File: src/rtl/pll_search_pkg.sv
// Shared iCE40 PLL limits, coefficient widths and solver FSM encoding.
package pll_search_pkg;

  localparam int unsigned DivrW = 4;
  localparam int unsigned DivfW = 7;
  localparam int unsigned DivqW = 3;

  localparam int unsigned PfdMinHz = 10_000_000;
  localparam int unsigned PfdMaxHz = 133_000_000;
  localparam int unsigned VcoMinHz = 533_000_000;
  localparam int unsigned VcoMaxHz = 1_066_000_000;

  typedef enum logic [2:0] {
    StIdle,
    StDiv,
    StChkPfd,
    StSweep,
    StNextR,
    StFin
  } state_e;

  // Simple feedback allows the full 7-bit DIVF range; the other modes are limited to 6 bits.
  function automatic int unsigned divf_max(input bit simple_feedback);
    return simple_feedback ? 127 : 63;
  endfunction

endpackage

File: src/rtl/pll_udiv.sv
// Restoring serial unsigned divider: one quotient bit per cycle, WIDTH cycles per division.
module pll_udiv #(
  parameter int unsigned WIDTH = 32
) (
  input  logic             CLK,
  input  logic             reset,
  input  logic             start,
  input  logic [WIDTH-1:0] dividend,
  input  logic [WIDTH-1:0] divisor,
  output logic             busy,
  output logic             done,
  output logic [WIDTH-1:0] quotient
);

  localparam int unsigned CntW = $clog2(WIDTH + 1);

  logic [CntW-1:0]  cnt_q, cnt_d;
  logic [WIDTH-1:0] rem_q, rem_d;
  logic [WIDTH-1:0] quo_q, quo_d;
  logic [WIDTH-1:0] dvs_q, dvs_d;
  logic [WIDTH:0]   rem_sh;

  always_comb begin
    cnt_d  = cnt_q;
    rem_d  = rem_q;
    quo_d  = quo_q;
    dvs_d  = dvs_q;
    rem_sh = {rem_q, quo_q[WIDTH-1]};
    if (cnt_q == '0) begin
      if (start) begin
        cnt_d = CntW'(WIDTH);
        rem_d = '0;
        quo_d = dividend;
        dvs_d = divisor;
      end
    end else begin
      cnt_d = cnt_q - CntW'(1);
      if (rem_sh >= {1'b0, dvs_q}) begin
        // Remainder stays below the divisor, so the low WIDTH bits hold the exact difference.
        rem_d = rem_sh[WIDTH-1:0] - dvs_q;
        quo_d = {quo_q[WIDTH-2:0], 1'b1};
      end else begin
        rem_d = rem_sh[WIDTH-1:0];
        quo_d = {quo_q[WIDTH-2:0], 1'b0};
      end
    end
  end

  always_ff @(posedge CLK or posedge reset) begin
    if (reset) begin
      cnt_q <= '0;
      rem_q <= '0;
      quo_q <= '0;
      dvs_q <= '0;
    end else begin
      cnt_q <= cnt_d;
      rem_q <= rem_d;
      quo_q <= quo_d;
      dvs_q <= dvs_d;
    end
  end

  assign busy     = (cnt_q != '0);
  assign done     = (cnt_q == CntW'(1));
  assign quotient = quo_q;

endmodule

File: src/rtl/pll_param_search.sv
// Runtime iCE40 PLL coefficient solver sweeping DIVR/DIVF/DIVQ for the closest output frequency.
// Define PLL_SEARCH_EXACT_EXIT_EN to stop the sweep at the first zero-error candidate.
module pll_param_search
  import pll_search_pkg::*;
#(
  parameter int unsigned WIDTH           = 32,
  parameter bit          SIMPLE_FEEDBACK = 1'b1,
  parameter int unsigned DIVR_MAX        = 15,
  parameter int unsigned DIVQ_MIN        = 1,
  parameter int unsigned DIVQ_MAX        = 6,
  parameter int unsigned F_PFD_MIN       = PfdMinHz,
  parameter int unsigned F_PFD_MAX       = PfdMaxHz,
  parameter int unsigned F_VCO_MIN       = VcoMinHz,
  parameter int unsigned F_VCO_MAX       = VcoMaxHz
) (
  input  logic             CLK,
  input  logic             reset,
  input  logic             start,
  input  logic [WIDTH-1:0] f_in,
  input  logic [WIDTH-1:0] f_target,
  output logic             busy,
  output logic             done,
  output logic             found,
  output logic [WIDTH-1:0] best_fout,
  output logic [WIDTH-1:0] best_err,
  output logic [DivrW-1:0] best_divr,
  output logic [DivfW-1:0] best_divf,
  output logic [DivqW-1:0] best_divq
);

  localparam logic [DivrW-1:0] DivrMax = DivrW'(DIVR_MAX);
  localparam logic [DivfW-1:0] DivfMax = DivfW'(divf_max(SIMPLE_FEEDBACK));
  localparam logic [DivqW-1:0] DivqMin = DivqW'(DIVQ_MIN);
  localparam logic [DivqW-1:0] DivqMax = DivqW'(DIVQ_MAX);
  localparam logic [WIDTH-1:0] PfdMin  = WIDTH'(F_PFD_MIN);
  localparam logic [WIDTH-1:0] PfdMax  = WIDTH'(F_PFD_MAX);
  localparam logic [WIDTH:0]   VcoMin  = (WIDTH + 1)'(F_VCO_MIN);
  localparam logic [WIDTH:0]   VcoMax  = (WIDTH + 1)'(F_VCO_MAX);

  state_e           state_q, state_d;
  logic [WIDTH-1:0] f_in_q, f_in_d;
  logic [WIDTH-1:0] f_tgt_q, f_tgt_d;
  logic [DivrW-1:0] divr_q, divr_d;
  logic [DivfW-1:0] divf_q, divf_d;
  logic [DivqW-1:0] divq_q, divq_d;
  logic [WIDTH:0]   f_vco_q, f_vco_d;
  logic             found_q, found_d;
  logic [WIDTH-1:0] best_fout_q, best_fout_d;
  logic [WIDTH-1:0] best_err_q, best_err_d;
  logic [DivrW-1:0] best_divr_q, best_divr_d;
  logic [DivfW-1:0] best_divf_q, best_divf_d;
  logic [DivqW-1:0] best_divq_q, best_divq_d;

  logic             div_start, div_busy, div_done;
  logic [WIDTH-1:0] div_dividend, div_divisor, f_pfd;
  logic [WIDTH-1:0] fout, err;
  logic             vco_low, vco_high, step_f;

  // The first division is launched in the same cycle the request is accepted.
  assign div_dividend = (state_q == StIdle) ? f_in : f_in_q;
  assign div_divisor  = WIDTH'({1'b0, divr_d}) + WIDTH'(1);

  pll_udiv #(
    .WIDTH(WIDTH)
  ) u_udiv (
    .CLK     (CLK),
    .reset   (reset),
    .start   (div_start),
    .dividend(div_dividend),
    .divisor (div_divisor),
    .busy    (div_busy),
    .done    (div_done),
    .quotient(f_pfd)
  );

  always_comb begin
    state_d     = state_q;
    f_in_d      = f_in_q;
    f_tgt_d     = f_tgt_q;
    divr_d      = divr_q;
    divf_d      = divf_q;
    divq_d      = divq_q;
    f_vco_d     = f_vco_q;
    found_d     = found_q;
    best_fout_d = best_fout_q;
    best_err_d  = best_err_q;
    best_divr_d = best_divr_q;
    best_divf_d = best_divf_q;
    best_divq_d = best_divq_q;
    div_start   = 1'b0;
    busy        = 1'b0;
    done        = 1'b0;
    step_f      = 1'b0;
    fout        = WIDTH'(f_vco_q >> divq_q);
    err         = (fout >= f_tgt_q) ? (fout - f_tgt_q) : (f_tgt_q - fout);
    vco_low     = (f_vco_q < VcoMin);
    vco_high    = (f_vco_q > VcoMax);

    unique case (state_q)
      StIdle: begin
        if (start && !div_busy) begin
          f_in_d      = f_in;
          f_tgt_d     = f_target;
          divr_d      = '0;
          found_d     = 1'b0;
          best_fout_d = '0;
          best_err_d  = '0;
          best_divr_d = '0;
          best_divf_d = '0;
          best_divq_d = '0;
          div_start   = 1'b1;
          state_d     = StDiv;
        end
      end
      StDiv: begin
        busy = 1'b1;
        if (div_done) state_d = StChkPfd;
      end
      StChkPfd: begin
        busy = 1'b1;
        if (f_pfd < PfdMin || f_pfd > PfdMax) begin
          state_d = StNextR;
        end else begin
          divf_d  = '0;
          f_vco_d = {1'b0, f_pfd};
          divq_d  = DivqMin;
          state_d = StSweep;
        end
      end
      StSweep: begin
        busy = 1'b1;
        // VCO only grows with DIVF, so overshooting the window ends this DIVR.
        if (vco_high) begin
          state_d = StNextR;
        end else begin
          if (!vco_low && (!found_q || err < best_err_q)) begin
            found_d     = 1'b1;
            best_fout_d = fout;
            best_err_d  = err;
            best_divr_d = divr_q;
            best_divf_d = divf_q;
            best_divq_d = divq_q;
          end
          step_f = vco_low || (divq_q == DivqMax);
          if (!step_f) begin
            divq_d = divq_q + DivqW'(1);
          end else if (divf_q == DivfMax) begin
            state_d = StNextR;
          end else begin
            divf_d  = divf_q + DivfW'(1);
            f_vco_d = f_vco_q + {1'b0, f_pfd};
            divq_d  = DivqMin;
          end
`ifdef PLL_SEARCH_EXACT_EXIT_EN
          if (!vco_low && err == '0) state_d = StFin;
`else
`endif
        end
      end
      StNextR: begin
        busy = 1'b1;
        if (divr_q == DivrMax) begin
          state_d = StFin;
        end else begin
          divr_d    = divr_q + DivrW'(1);
          div_start = 1'b1;
          state_d   = StDiv;
        end
      end
      StFin: begin
        done    = 1'b1;
        state_d = StIdle;
      end
      default: state_d = StIdle;
    endcase
  end

  always_ff @(posedge CLK or posedge reset) begin
    if (reset) begin
      state_q     <= StIdle;
      f_in_q      <= '0;
      f_tgt_q     <= '0;
      divr_q      <= '0;
      divf_q      <= '0;
      divq_q      <= '0;
      f_vco_q     <= '0;
      found_q     <= 1'b0;
      best_fout_q <= '0;
      best_err_q  <= '0;
      best_divr_q <= '0;
      best_divf_q <= '0;
      best_divq_q <= '0;
    end else begin
      state_q     <= state_d;
      f_in_q      <= f_in_d;
      f_tgt_q     <= f_tgt_d;
      divr_q      <= divr_d;
      divf_q      <= divf_d;
      divq_q      <= divq_d;
      f_vco_q     <= f_vco_d;
      found_q     <= found_d;
      best_fout_q <= best_fout_d;
      best_err_q  <= best_err_d;
      best_divr_q <= best_divr_d;
      best_divf_q <= best_divf_d;
      best_divq_q <= best_divq_d;
    end
  end

  assign found     = found_q;
  assign best_fout = best_fout_q;
  assign best_err  = best_err_q;
  assign best_divr = best_divr_q;
  assign best_divf = best_divf_q;
  assign best_divq = best_divq_q;

endmodule

File: config.mk
export PLATFORM = sky130hd
export DESIGN_NAME = pll_param_search
export DESIGN_NICKNAME = d
export VERILOG_FILES = /design/src/rtl/pll_search_pkg.sv /design/src/rtl/pll_udiv.sv /design/src/rtl/pll_param_search.sv
export SDC_FILE = /design/constraint.sdc
export NUM_CORES = 1
export LEC_CHECK = 0
export ABC_AREA = 0
export ABC_CLOCK_PERIOD_IN_PS = 10900
export CAP_MARGIN = 30
export CORE_MARGIN = 3
export CORE_UTILIZATION = 42
export CTS_CLUSTER_SIZE = 25
export DETAILED_ROUTE_END_ITERATION = 10
export GPL_TIMING_DRIVEN = 1
export PLACE_DENSITY = 0.58
export SLEW_MARGIN = 5
export SYNTH_ARGS = -nofsm -noshare
export SYNTH_HDL_FRONTEND = slang
export SYNTH_SLANG_ARGS = --single-unit
File: constraint.sdc
create_clock -name CLK -period 10.9 [get_ports CLK]
set_input_delay 1.09 -clock CLK [delete_from_list [all_inputs] [get_ports CLK]]
set_output_delay 1.09 -clock CLK [all_outputs]
set_load 0.01 [all_outputs]
Fig. 1: clock routing
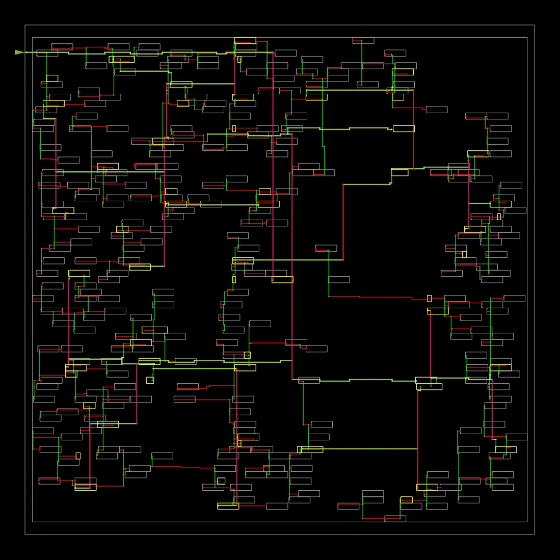
final clock skew: 0.0268 ns
TritonCTS Buffers: 34
clock group power: 0.00113 W
flop count: 268
sinks on the clock net: 268

Fig. 2: cells colored by class
(2 px per um)
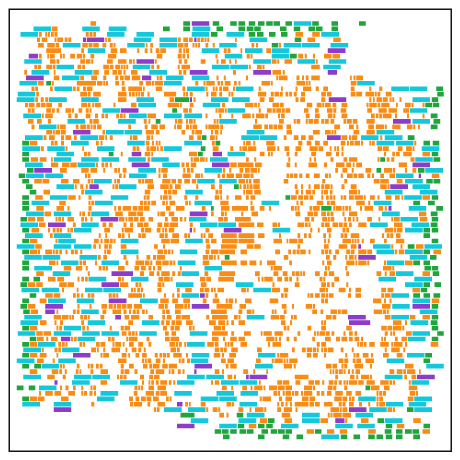
legend:
  green:
    class: other buffers and delay cells
    cells: 165
    share_of_their_area: 7.6%
  purple:
    class: clock drivers and dummy loads
    cells: 59
    share_of_their_area: 5.2%
  orange:
    class: all other logic
    cells: 1804
    share_of_their_area: 56%
  cyan:
    class: flip-flops
    cells: 268
    share_of_their_area: 31%

==> PnR_summary.wiki <==
== Run summary ==
{| class="wikitable"
! Metric !! Value
|-
| Clock transition at the register clock pins on the worst setup and hold paths after CTS || 0.06 ns
|-
| Number of global-route vias before repair || 15.7k
|-
| CTS Hold Bufs || 0
|-
| Status || finished clean
|-
| Clock insertion delay at the later pin of the skew report || 0.57 ns
|-
| Top routing layer in use || met4
|-
| Post-detailed-route wirelength per cell || 18.8 um
|-
| Largest net degree at the start of global routing || 152
|-
| Max cap viols || 0
|-
| RSZ-0062 raised after global routing || no
|-
| Initial Util || 43.0%
|-
| Highest fanout seen on the critical path || 83
|-
| Placeable core region || 0.0448 mm^2
|-
| Static power due to leakage || 9.97 nW
|-
| DP Cell Count || 2826
|-
| Top delay family on crit path || simple AND/OR/NAND/NOR gates
|-
| Met1 track demand over resource || 31.5%
|-
| Initial antenna violation count || 0
|-
| Met3 Routed Length || 2600 um
|-
| Non-clock buffer count || 165
|-
| Yosys chip area || 0.0193 mm^2
|-
| Fraction of power consumed by the clock network || 15.5%
|-
| Standard-cell rows || 77
|-
| Total area of multi-input combinational cells || 0.0116 mm^2
|-
| Synthesized area per cell || 8.79 um^2
|-
| Number of flops mapped to enable cells by yosys || 0
|-
| Remaining max-slew budget at the tightest pin || 35.2%
|-
| Relative contribution of combinational cells to total power || 61.8%
|-
| Endpoint class of the critical path || register
|-
| Initial DRC count || 986
|-
| Cell area after layout || 0.0224 mm^2
|-
| H-tree levels || 2
|-
| CTS tree || built
|-
| Library cell with the highest instance count after synthesis || sky130_fd_sc_hd__dfrtp_1
|-
| Final hold violation count || 0
|-
| Number of input and output port buffers inserted || 147
|-
| Data required, critical path || 11.36 ns
|-
| Area of the mapped netlist || 0.0193 mm^2
|-
| GR Layer Usage met2 || 36.4%
|-
| Dominant Register Cell || sky130_fd_sc_hd__dfrtp_1
|-
| Average via count per standard cell || 5.66
|-
| Reg with most FFs || f_vco_q
|-
| Most common library cell in the layout ignoring fill and taps || sky130_fd_sc_hd__dfrtp_1
|-
| Inserted tap cell count || 592
|-
| Cell taking the most area after synthesis || sky130_fd_sc_hd__dfrtp_1
|-
| Area share of the leading cell type in the synthesized netlist || 34.8%
|-
| Routed metal-1 wire length || 25400 um
|-
| Fraction of the core area covered by cells at the end of the flow || 49.9%
|-
| Register cell area after layout || 0.00671 mm^2
|-
| Cell count after synthesis || 2194
|-
| Worst slack after detailed placement || 2.58 ns
|-
| Routed vias || 16.3k
|-
| Fin crit period || 8.23 ns
|-
| Min-Delay Path Class || register to register
|-
| Layout clock area frac || 5.02%
|-
| Post-route setup TNS || 0 ns
|-
| OpenROAD warning count || 63
|-
| Number of synthesis warnings || 0
|-
| Cell types occupying the most area after synthesis || sky130_fd_sc_hd__dfrtp_1, sky130_fd_sc_hd__ha_1, sky130_fd_sc_hd__nand2_1
|-
| Ratio of final minimum period to clock period || 75.5%
|-
| Net Switching || 0.00349 W
|}
Fig. 3: wire density map
(1.5 px per um) 22 x 22 tiles, from dark purple (low) to yellow (high), scaled to the fullest tile. Values are wire area over tile area, all layers added.
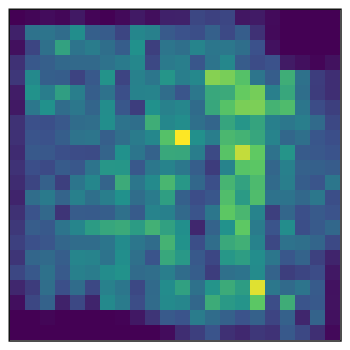
fullest tile: 0.53
tiles over half the peak: 16%
emptiest ninth of the die: lower left
nearly empty tiles: 7.4%

Fig. 4: met3 routing
(1.5 px per um)
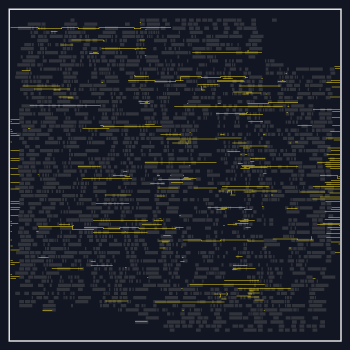
longest straight run: 72.0 um
nets with wire on the layer: 203
wire length on this layer: 2600 um
DRT Wirelength: 54300 um
met3 routing resource usage after global routing: 3.21%

cell families after synthesis:
logic type,count (synthesis),share of synthesized area [%]
AOI/OAI and AO/OA,639,20.8
xor gates and xnor gates,88,4.00
adders and majority gates,142,9.37
buffers and inverters,260,5.08
DFF,268,34.8
muxes,176,10.7
and+or+nand+nor,621,15.3
worst paths after layout:
check / start / endpoint / slack [ns] / cells after the start
worst max-delay path: divq_q[0] / best_fout[17] / 2.67 / 27
worst min-delay path: best_fout[4] / best_fout[4] / 0.49 / 2
worst max register to register: divq_q[0] / best_fout[17] / 2.67 / 27
worst min register to register: best_fout[4] / best_fout[4] / 0.49 / 2
max in group asynchronous: reset / f_vco_q[17] / 8.39 / 3
min in group asynchronous: reset / f_tgt_q[9] / 1.11 / 2
Power is estimated from default activity; no workload was simulated.
